File: src/rtl/tx_frame_arbiter.sv
// -----------------------------------------------------------------------------
// tx_frame_arbiter
//
// Shares the single UART-TX FIFO write port between two requesters:
//   - register-file read responses : 1-byte frame
//   - ALU results                  : 2-byte frame, low byte first
// Round-robin arbitration between simultaneous requests, REQ/ACK handshake
// per requester, FIFO_FULL backpressure. REF_CLK domain.
//
// Handshake: a requester raises REQ together with stable data and holds both
// until its ACK. ACK is a registered one-cycle pulse during the first cycle
// of SEND_LO; the requester drops REQ on the edge that ends that cycle. REQ
// is only looked at in IDLE. WR_INC is the FIFO write strobe: one byte is
// written in every cycle WR_INC is high (WR_INC = BUSY && !FIFO_FULL).
//
// Optional feature (macro TXA_CHECKSUM_EN): each frame is followed by an XOR
// checksum byte of its data bytes, sent from the extra state SEND_CHK.
//
// Ports:
//   CLK        system clock (REF_CLK)
//   RST        asynchronous active-low reset
//   RD_REQ     register-read request, RD_DATA held with it
//   RD_DATA    register-read byte
//   RD_ACK     one-cycle pulse, RD_DATA captured
//   ALU_REQ    ALU result request, ALU_DATA held with it
//   ALU_DATA   ALU result (2*WIDTH)
//   ALU_ACK    one-cycle pulse, ALU_DATA captured
//   FIFO_FULL  FIFO write side full
//   WR_DATA    FIFO write data (0 in IDLE)
//   WR_INC     FIFO write strobe
//   BUSY       high in any state other than IDLE
//   FRAME_CNT  completed frame count, wraps 255 -> 0
// -----------------------------------------------------------------------------
module tx_frame_arbiter #(
  parameter int WIDTH = 8
) (
  input  logic               CLK,
  input  logic               RST,
  input  logic               RD_REQ,
  input  logic [WIDTH-1:0]   RD_DATA,
  output logic               RD_ACK,
  input  logic               ALU_REQ,
  input  logic [2*WIDTH-1:0] ALU_DATA,
  output logic               ALU_ACK,
  input  logic               FIFO_FULL,
  output logic [WIDTH-1:0]   WR_DATA,
  output logic               WR_INC,
  output logic               BUSY,
  output logic [7:0]         FRAME_CNT
);

`ifdef TXA_CHECKSUM_EN
  typedef enum logic [1:0] {
    IDLE     = 2'd0,
    SEND_LO  = 2'd1,
    SEND_HI  = 2'd2,
    SEND_CHK = 2'd3
  } state_t;
`else
  typedef enum logic [1:0] {
    IDLE    = 2'd0,
    SEND_LO = 2'd1,
    SEND_HI = 2'd2
  } state_t;
`endif

  // last_grant encoding: 0 = register read, 1 = ALU
  localparam logic GRANT_RD  = 1'b0;
  localparam logic GRANT_ALU = 1'b1;

  state_t               state_q, state_d;
  logic [2*WIDTH-1:0]   hold_q, hold_d;
  logic                 two_byte_q, two_byte_d;
  logic                 last_grant_q, last_grant_d;
  logic                 rd_ack_q, rd_ack_d;
  logic                 alu_ack_q, alu_ack_d;
  logic [7:0]           frame_cnt_q;
  logic                 frame_done;
  logic                 grant_rd, grant_alu;
  logic [WIDTH-1:0]     wr_data;
  logic                 wr_inc;

  // Round robin: on a tie the requester not served last time wins.
  // last_grant resets to ALU so that RD wins the first tie.
  assign grant_rd  = RD_REQ && (!ALU_REQ || (last_grant_q == GRANT_ALU));
  assign grant_alu = ALU_REQ && !grant_rd;

  always_ff @(posedge CLK or negedge RST) begin
    if (!RST) begin
      state_q      <= IDLE;
      hold_q       <= '0;
      two_byte_q   <= 1'b0;
      last_grant_q <= GRANT_ALU;
      rd_ack_q     <= 1'b0;
      alu_ack_q    <= 1'b0;
      frame_cnt_q  <= 8'd0;
    end else begin
      state_q      <= state_d;
      hold_q       <= hold_d;
      two_byte_q   <= two_byte_d;
      last_grant_q <= last_grant_d;
      rd_ack_q     <= rd_ack_d;
      alu_ack_q    <= alu_ack_d;
      if (frame_done) begin
        frame_cnt_q <= frame_cnt_q + 8'd1;
      end
    end
  end

  always_comb begin
    state_d      = state_q;
    hold_d       = hold_q;
    two_byte_d   = two_byte_q;
    last_grant_d = last_grant_q;
    rd_ack_d     = 1'b0;
    alu_ack_d    = 1'b0;
    wr_data      = '0;
    wr_inc       = 1'b0;
    frame_done   = 1'b0;

    case (state_q)
      IDLE: begin
        if (grant_rd) begin
          hold_d       = {{WIDTH{1'b0}}, RD_DATA};
          two_byte_d   = 1'b0;
          last_grant_d = GRANT_RD;
          rd_ack_d     = 1'b1;
          state_d      = SEND_LO;
        end else if (grant_alu) begin
          hold_d       = ALU_DATA;
          two_byte_d   = 1'b1;
          last_grant_d = GRANT_ALU;
          alu_ack_d    = 1'b1;
          state_d      = SEND_LO;
        end
      end

      SEND_LO: begin
        wr_data = hold_q[WIDTH-1:0];
        wr_inc  = !FIFO_FULL;
        if (!FIFO_FULL) begin
          if (two_byte_q) begin
            state_d = SEND_HI;
          end else begin
`ifdef TXA_CHECKSUM_EN
            state_d = SEND_CHK;
`else
            state_d    = IDLE;
            frame_done = 1'b1;
`endif
          end
        end
      end

      SEND_HI: begin
        wr_data = hold_q[2*WIDTH-1:WIDTH];
        wr_inc  = !FIFO_FULL;
        if (!FIFO_FULL) begin
`ifdef TXA_CHECKSUM_EN
          state_d = SEND_CHK;
`else
          state_d    = IDLE;
          frame_done = 1'b1;
`endif
        end
      end

`ifdef TXA_CHECKSUM_EN
      SEND_CHK: begin
        // High byte is cleared for 1-byte frames, so lo^hi covers both types.
        wr_data = hold_q[WIDTH-1:0] ^ hold_q[2*WIDTH-1:WIDTH];
        wr_inc  = !FIFO_FULL;
        if (!FIFO_FULL) begin
          state_d    = IDLE;
          frame_done = 1'b1;
        end
      end
`endif

      default: begin
        state_d = IDLE;
      end
    endcase
  end

  assign RD_ACK    = rd_ack_q;
  assign ALU_ACK   = alu_ack_q;
  assign WR_DATA   = wr_data;
  assign WR_INC    = wr_inc;
  assign BUSY      = (state_q != IDLE);
  assign FRAME_CNT = frame_cnt_q;

endmodule

File: config.mk
export PLATFORM = sky130hd
export DESIGN_NAME = tx_frame_arbiter
export DESIGN_NICKNAME = d
export VERILOG_FILES = /design/src/rtl/tx_frame_arbiter.sv
export SDC_FILE = /design/constraint.sdc
export NUM_CORES = 1
export LEC_CHECK = 0
export ABC_AREA = 1
export CAP_MARGIN = 0
export CORE_MARGIN = 8
export CORE_UTILIZATION = 50
export CTS_CLUSTER_DIAMETER = 150
export DETAILED_ROUTE_END_ITERATION = 16
export GPL_TIMING_DRIVEN = 0
export PLACE_DENSITY = 0.85
export SLEW_MARGIN = 20
export SYNTH_ARGS = -nofsm -noshare
export SYNTH_HDL_FRONTEND = slang
export SYNTH_SLANG_ARGS = --single-unit
File: constraint.sdc
create_clock -name CLK -period 2.4 [get_ports CLK]
set_clock_uncertainty 0.15 [all_clocks]
set_input_delay 0.36 -clock CLK [delete_from_list [all_inputs] [get_ports CLK]]
set_output_delay 0.36 -clock CLK [all_outputs]
set_load 0.02 [all_outputs]
==> run_1/wire_density.png <==
Drawn at 4 px/um. The die is cut into 14 by 14 equal tiles; white is low, dark blue is high, scaled to the fullest tile. Values are wire area over tile area, all layers added.
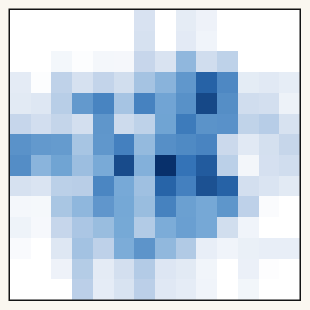
emptiest ninth of the die: upper left
tiles over half the peak: 23%
densest ninth of the die: centre

==> run_1/zoom.png <==
Window x 21 to 51, y 7 to 37 um. Cells in grey, sequential cells in the stronger grey; small squares are vias.
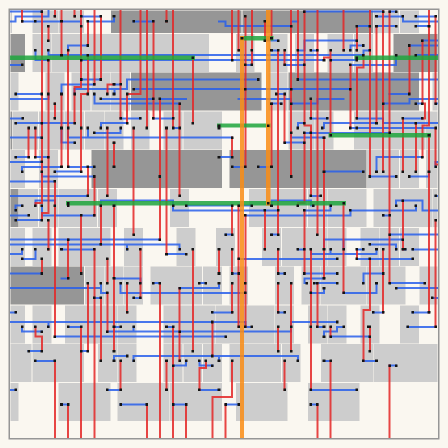
[orange] met4
[green] met3
[blue] met1
[red] met2
most frequent: nand2_1 (48), clkdlybuf4s50_1 (12), inv_1 (8)
netlist names of flops here include: hold_q (5)
cells with their middle in the window: 96
sequential cells in the window: 7

==> run_1/clock_map.png <==
Drawn at 4 px/um.
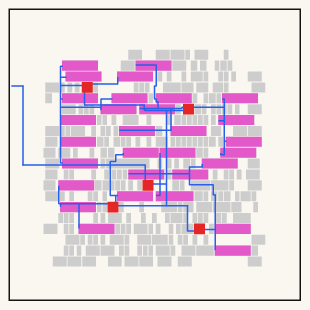
[magenta] flip-flops | count: 30
[blue] clock wires | length: 381 um
[red] cells driving clock nets | count: 5
routed clock nets: 6

==> run_1/gate_families.png <==
Drawn at 8 px/um.
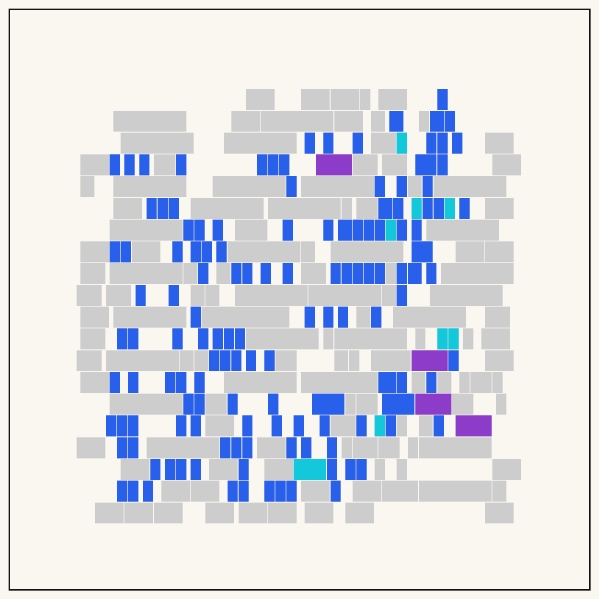
[cyan] NOR gates | cells: 8
[blue] NAND gates | cells: 134
[purple] adder and majority cells | cells: 4

==> changes_impl.md, run 1 <==
## Implementation

- Die area: 0.00524 mm^2
- Worst Path Buf+Inv: 3
- Num Clock Sinks: 30
- Psw: a little under 1 mW
- Top Layer Used: met4
- Maximum capacitance violations: 0
- First-pass GRT wire length: 6.60 mm
- Relative slew margins: 0.569
- CP peak stage delay: 0.59 ns
- RR Startpoint: state_q[0]$_DFFE_PN0P_
- Worst Max-Slew Pin Slew: 0.646 ns
- DR vias: 1505
- Reg-to-reg slack, setup: 0.64 ns
- GR peak layer: met2
- CP max stage cell: clkdlybuf4s50_1
- Multi-input gates: about 170
- Row Count: 20
- Ys cells: about 220
- Final period utilization: 0.961
- Critical Path Stages: 5
- NonClk Buf Share: 0.231
- Seq power: about 0.86 mW
- Type of the most critical hold path: reg -> reg
- Worst Hold Endpoint: hold_q[3]$_DFFE_PN0P_
- Crit path top cell by count: inv_1
- Clock Pin Slew Worst Setup and Hold Paths: approximately 0.090 ns
- Status: completed
- Crit path time final: 2.31 ns
- Area added between synthesis and finish: 38.4%
- Clk latency late pin: 0.33 ns
- Die y size: between 70 and 80 um
- Combinational Area: approximately 740 um^2
- WS Path Type: reg -> out
- ClkCell Share: 0.0370
- Pint: between 1 and 1.5 mW
- Vias in the first global route: 1540
- Asr flop ratio synth: 1.00
- Signal inverters: 17
- GRT Residual Overflow: 0
- FP Core Util: 0.525
- Power density cells: 1070 mW/mm^2
- CP top delay family: buffers and inverters
- Met1 GRT Util: 0.169
- Library cell with the largest summed area after synthesis: dfrtp_1
- Ports: 49
- Routed wire length: roughly 3.8 mm
- Placer Congestion: 0.788
- CTS buffer count: 5
- Setup Slack @ Placement: 0.191 ns
- Routed length per placed instance: 11.8 um
- Flop count: 30
- Met2 wire length: 1.85 mm
- Synthesized cell area: 0.00159 mm^2
- Tot GR Track Use: 0.159
- Storage cell area: 752 um^2
- CP Capture Point: WR_INC
- Critical Path, Cell by Cell: inv_1 -> ha_1 -> nand2_1 -> inv_1 -> clkdlybuf4s50_1
- Via density: about 4.7
- Largest net degree at the start of global routing: 31
- Met3 Use GR: 0.0620
- Seq pwr share: 0.365
- Fin. max-slew vios: 0
- Initial antenna violation count: 0
- EDFF count, synth: 0
- Die Wd: 72.4 um
- Tool warnings: 28
- DRT Pass-1 Iters: 4
- Top class by area: flip-flops and latches
- DP HPWL: 2.87 mm
- H-Tree Depth: 2
- R2R depth: 9
- Setup WS post-layout: a little over 0.09 ns
- Dominant cell area share: 0.456
- Finished Core Util: 0.727
- Sw Ratio: 0.411
- Critical Path End Type: output port
- # nets final: 306
- Met3 wire len: 247 um
- Final Hold Slack: 0.330 ns
- Most frequent cell after synthesis: nand2_1
- Post-Synthesis Cells: 217
- Average cell area after synthesis: 7.33 um^2
- Final Hold Violating Endpoints: 0
- Lkg Pwr: 1.15 nW
- Area fraction in mux cells: 0
- Clock root buffer: clkbuf_4
- Dpl cells: approximately 310
- Non-filler instance count after layout: 317
- Ao+oa area frac: 0.0582
- RSZ-0062 raised after global routing: no
- Yosys stat chip area: about 0.0016 mm^2
- Xor/xnor share: 0.0165
- Top comb family, area: simple AND/OR/NAND/NOR gates
- Filler cell count: approximately 250
- Power Total: 2.35 mW
- Yosys warning tally: 0
- Max power group: combinational cells
- TritonCTS clock tree: built
- Crit path max fanout: 3
- Clock group share of total power: 0.175
- Final setup TNS: 0 ns
- Post-DRT Antenna Nets: 0
- Most frequent cells after synthesis: 124 x nand2_1, 29 x dfrtp_1, 16 x inv_1
- Distinct lib cells: 20
- Worst hold path depth: 2
- CP required: 1.89 ns
- ANT cells: 0
- Grt met2 use: 0.271
- Seq area share: 0.342
- Gate power share: 0.459
- Biggest area cells: dfrtp_1 46%, nand2_1 29%, inv_1 3.8%, ha_1 3.1%, a21oi_1 2.5%
- Clk. pwr: 0.412 mW
- Yosys adder share: 0.0315
- Post-DP Area: about 0.0021 mm^2
- 1st-iter DRT viols: 104
- Worst R2R End: FRAME_CNT[5]$_DFFE_PN0P_
- PortBufs: around 48
- Share of post-route cells with drive strength above 1: 0.0769
- Syn_nets: around 250
- Logic power comb: 1.08 mW
- Yosys reg bits: 30
- Endpoints failing setup: 0
- Clock buf count: 6
- Seq/Total Area, Yosys: 0.473
-- run 1: timing repair --
item | CTS | global route
endpoints found under the hold margin | 29 | 0
resized | 8 | 3
endpoints found under the setup margin | 8 | 2
hold buffers | 1 | 0
-- run 1: flip-flops by register name, indices dropped and copies added (netlist names) --
register,cells
ALU_ACK,1
FRAME_CNT,8
RD_ACK,1
hold_q,16
last_grant_q,1
state_q,2
two_byte_q,1
-- run 1: cell usage in the layout, fill, tap and decap left out, drive strengths merged --
master and instances:
nand2 127, nor2 8, dlymetal6s2s 1, nand3 5
xnor2 2, nand3b 2, xor2 1, bufinv 1
clkdlybuf4s50 38, inv 17, dlygate4sd3 1, dfrtp 29
a21oi 9, dlygate4sd2 7, clkbuf 7, o21ai 8
buf 5, ha 4, dfstp 1
==> run 2, diff against run 1 <==
- CAP_MARGIN: 0 -> unset
==> run_2/wire_density.png <==
Drawn at 4 px/um. The die is cut into 14 by 14 equal tiles; white is low, dark blue is high, scaled to the fullest tile. Values are wire area over tile area, all layers added.
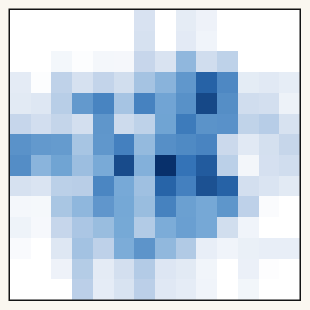
densest ninth of the die: centre
mean over tiles: 0.12
emptiest ninth of the die: upper left
nearly empty tiles: 22%

==> run 2 against run 1 <==
Net effect:
- global-route usage stayed put
- combinational power is essentially flat
- area after synthesis stayed put
- via count did not move
- fmax unchanged
- final cell count is the same
- sequential cell count unchanged
- register-to-register slack hardly changed
- wire length did not move
==> changes_impl.md, run 2 <==
## Implementation

- First-pass GRT wire length: 6.60 mm (unchanged)
- DR vias: 1505 (unchanged)
- H-Tree Depth: 2 (unchanged)
- Worst Hold Endpoint: hold_q[3]$_DFFE_PN0P_
- Critical Path End Type: output port
- Post_cts resized: 8 (unchanged)
- Fin. max-slew vios: 0 (unchanged)
- Met2 wire length: 1.85 mm (unchanged)
- Cell area after layout: 0.00220 mm^2
- Yosys stat chip area: 0.00159 mm^2 (unchanged)
- Power density cells: 1070 mW/mm^2 (unchanged)
- Yosys warning tally: 0 (unchanged)
- Reg-to-reg slack, setup: 0.64 ns (about the same)
- Most frequent cells after synthesis: 124 x nand2_1, 29 x dfrtp_1, 16 x inv_1
- Routed wire length: 3.76 mm (unchanged)
- Asr flop ratio synth: 1.00 (unchanged)
- Area added between synthesis and finish: 38.4% (unchanged)
- Share of post-route cells with drive strength above 1: 0.0769 (unchanged)
- Biggest area cells: dfrtp_1 46%, nand2_1 29%, inv_1 3.8%, ha_1 3.1%, a21oi_1 2.5%
- Row Count: 20 (unchanged)
- Syn_nets: 250 (unchanged)
- Dpl cells: 309 (unchanged)
- DRT Pass-1 Iters: 4 (unchanged)
- Top Layer Used: met4
- CP Capture Point: WR_INC
- Status: completed
- ANT cells: 0 (unchanged)
- GR peak layer: met2
- Via density: 4.75 (unchanged)
- Crit path time final: 2.31 ns (unchanged)
- Maximum capacitance violations: 0 (unchanged)
- TritonCTS clock tree: built
- Num Clock Sinks: 30 (unchanged)
- Clk latency late pin: 0.33 ns (about the same)
- Setup Slack @ Placement: 0.191 ns (unchanged)
- Grt met2 use: 0.271 (unchanged)
- Top Layout Cells: 124 x nand2_1, 38 x clkdlybuf4s50_1, 29 x dfrtp_1, 16 x inv_1, 8 x a21oi_1
- Max clock buf depth: 2
- Met3 wire len: 247 um (unchanged)
- Ports: 49 (unchanged)
- Ao+oa area frac: 0.0582 (unchanged)
- # hold bufs at CTS: 1 (unchanged)
- Worst Max-Slew Pin Slew: 0.646 ns (unchanged)
- # nets final: 306 (unchanged)
- Initial antenna violation count: 0 (unchanged)
- Tot GR Track Use: 0.159 (unchanged)
- Non-filler instance count after layout: 317 (unchanged)
- Top comb family, area: simple AND/OR/NAND/NOR gates
- Yosys reg bits: 30 (unchanged)
- Post-CTS Setup Bufs: 0
- Xor/xnor share: 0.0165 (unchanged)
- Final period utilization: 0.961 (unchanged)
- Highest-count logic cell in the final layout: nand2_1
- Lkg Pwr: 1.15 nW (unchanged)
- Tool warnings: 28 (unchanged)
- DP HPWL: 2.87 mm (unchanged)
- Ys cells: 217 (unchanged)
- Placer Congestion: 0.788 (unchanged)
- WS Path Type: reg -> out
- Startpoint Class: flip-flop
- Worst R2R End: FRAME_CNT[5]$_DFFE_PN0P_
- GRT Residual Overflow: 0 (unchanged)
- Filler cell count: 251 (unchanged)
- Most frequent cell after synthesis: nand2_1
- Area fraction in mux cells: 0 (unchanged)
- RSZ-0062 raised after global routing: no
- Met3 Use GR: 0.0620 (unchanged)
- Met1 GRT Util: 0.169 (unchanged)
- FP Core Util: 0.525 (unchanged)
- Distinct lib cells: 20 (unchanged)
- Combinational Area: 741 um^2 (unchanged)
- Type of the most critical hold path: reg -> reg
- Worst hold path depth: 2 (unchanged)
- Post-DRT Antenna Nets: 0 (unchanged)
- Setup WS post-layout: 0.0933 ns (unchanged)
- RR Startpoint: state_q[0]$_DFFE_PN0P_
- Synthesized cell area: 0.00159 mm^2 (unchanged)
- EDFF count, synth: 0 (unchanged)
- Post-Synthesis Cells: 217 (unchanged)
- Finished Core Util: 0.727 (unchanged)
- Largest Register: hold_q
- Max FFs per register: 16 (unchanged)
- Final Hold Slack: 0.330 ns (unchanged)
- Clock root buffer: clkbuf_4
- Power Total: 2.35 mW (unchanged)
- Relative slew margins: 0.569 (unchanged)
- Post-DP Area: 0.00212 mm^2 (unchanged)
- Yosys adder share: 0.0315 (unchanged)
- Crit path max fanout: 3 (unchanged)
- Storage cell area: 752 um^2 (unchanged)
- Final Hold Violating Endpoints: 0 (unchanged)
- Vias in the first global route: 1540 (unchanged)
- PortBufs: 48 (unchanged)
- Largest net degree at the start of global routing: 31 (unchanged)
- Dominant cell area share: 0.456 (unchanged)
- 1st-iter DRT viols: 104 (unchanged)
- Final setup TNS: 0 ns (unchanged)
- Die y size: 72.4 um (unchanged)
- Clock Pin Slew Worst Setup and Hold Paths: 0.09 ns (about the same)
- Average cell area after synthesis: 7.33 um^2 (unchanged)
- Endpoints failing setup: 0 (unchanged)
- Die Wd: 72.4 um (unchanged)
- Seq/Total Area, Yosys: 0.473 (unchanged)
- CTS buffer count: 5 (unchanged)
- Die area: 0.00524 mm^2 (unchanged)
- CP required: 1.89 ns (about the same)
- Library cell with the largest summed area after synthesis: dfrtp_1
- Routed length per placed instance: 11.8 um (unchanged)
- R2R depth: 9 (unchanged)
==> run_2/clock_map.png <==
Drawn at 4 px/um.
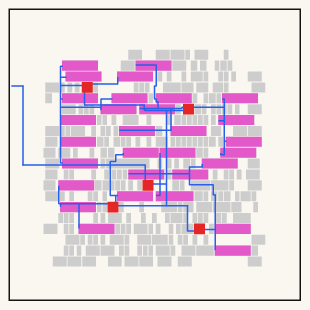
[red] cells driving clock nets | count: 5
[magenta] flip-flops | count: 30
[blue] clock wires | length: 381 um
routed clock nets: 6

run 2: cell counts in the layout (fill, tap and decap cells not counted):
Identical to the previous run, type by type.
run 2: cell type report:
class                      instances  area share
buffer                             4      0.0153
inverter                          17      0.0290
timing repair buffer              49       0.215
tap                               44      0.0250
multi-input combinational        166       0.337
clock buffer                       6      0.0233
clock inverter                     1      0.0136
sequential                        30       0.342
run 2: critical path, cell delays in order, from the launching register on:
cell and delay [ns]:
dfrtp_1 0.38, inv_1 0.07, ha_1 0.31, nand2_1 0.07, inv_1 0.05, clkdlybuf4s50_1 0.59
run 2: power breakdown:
part | leakage, nW | internal, mW | switching [mW] | total [mW]
clock network | 0.0443 | 0.242 | 0.170 | 0.412
logic | 0.722 | 0.423 | 0.656 | 1.08
registers | 0.384 | 0.720 | 0.139 | 0.859
Power and IR drop assume default switching activity.
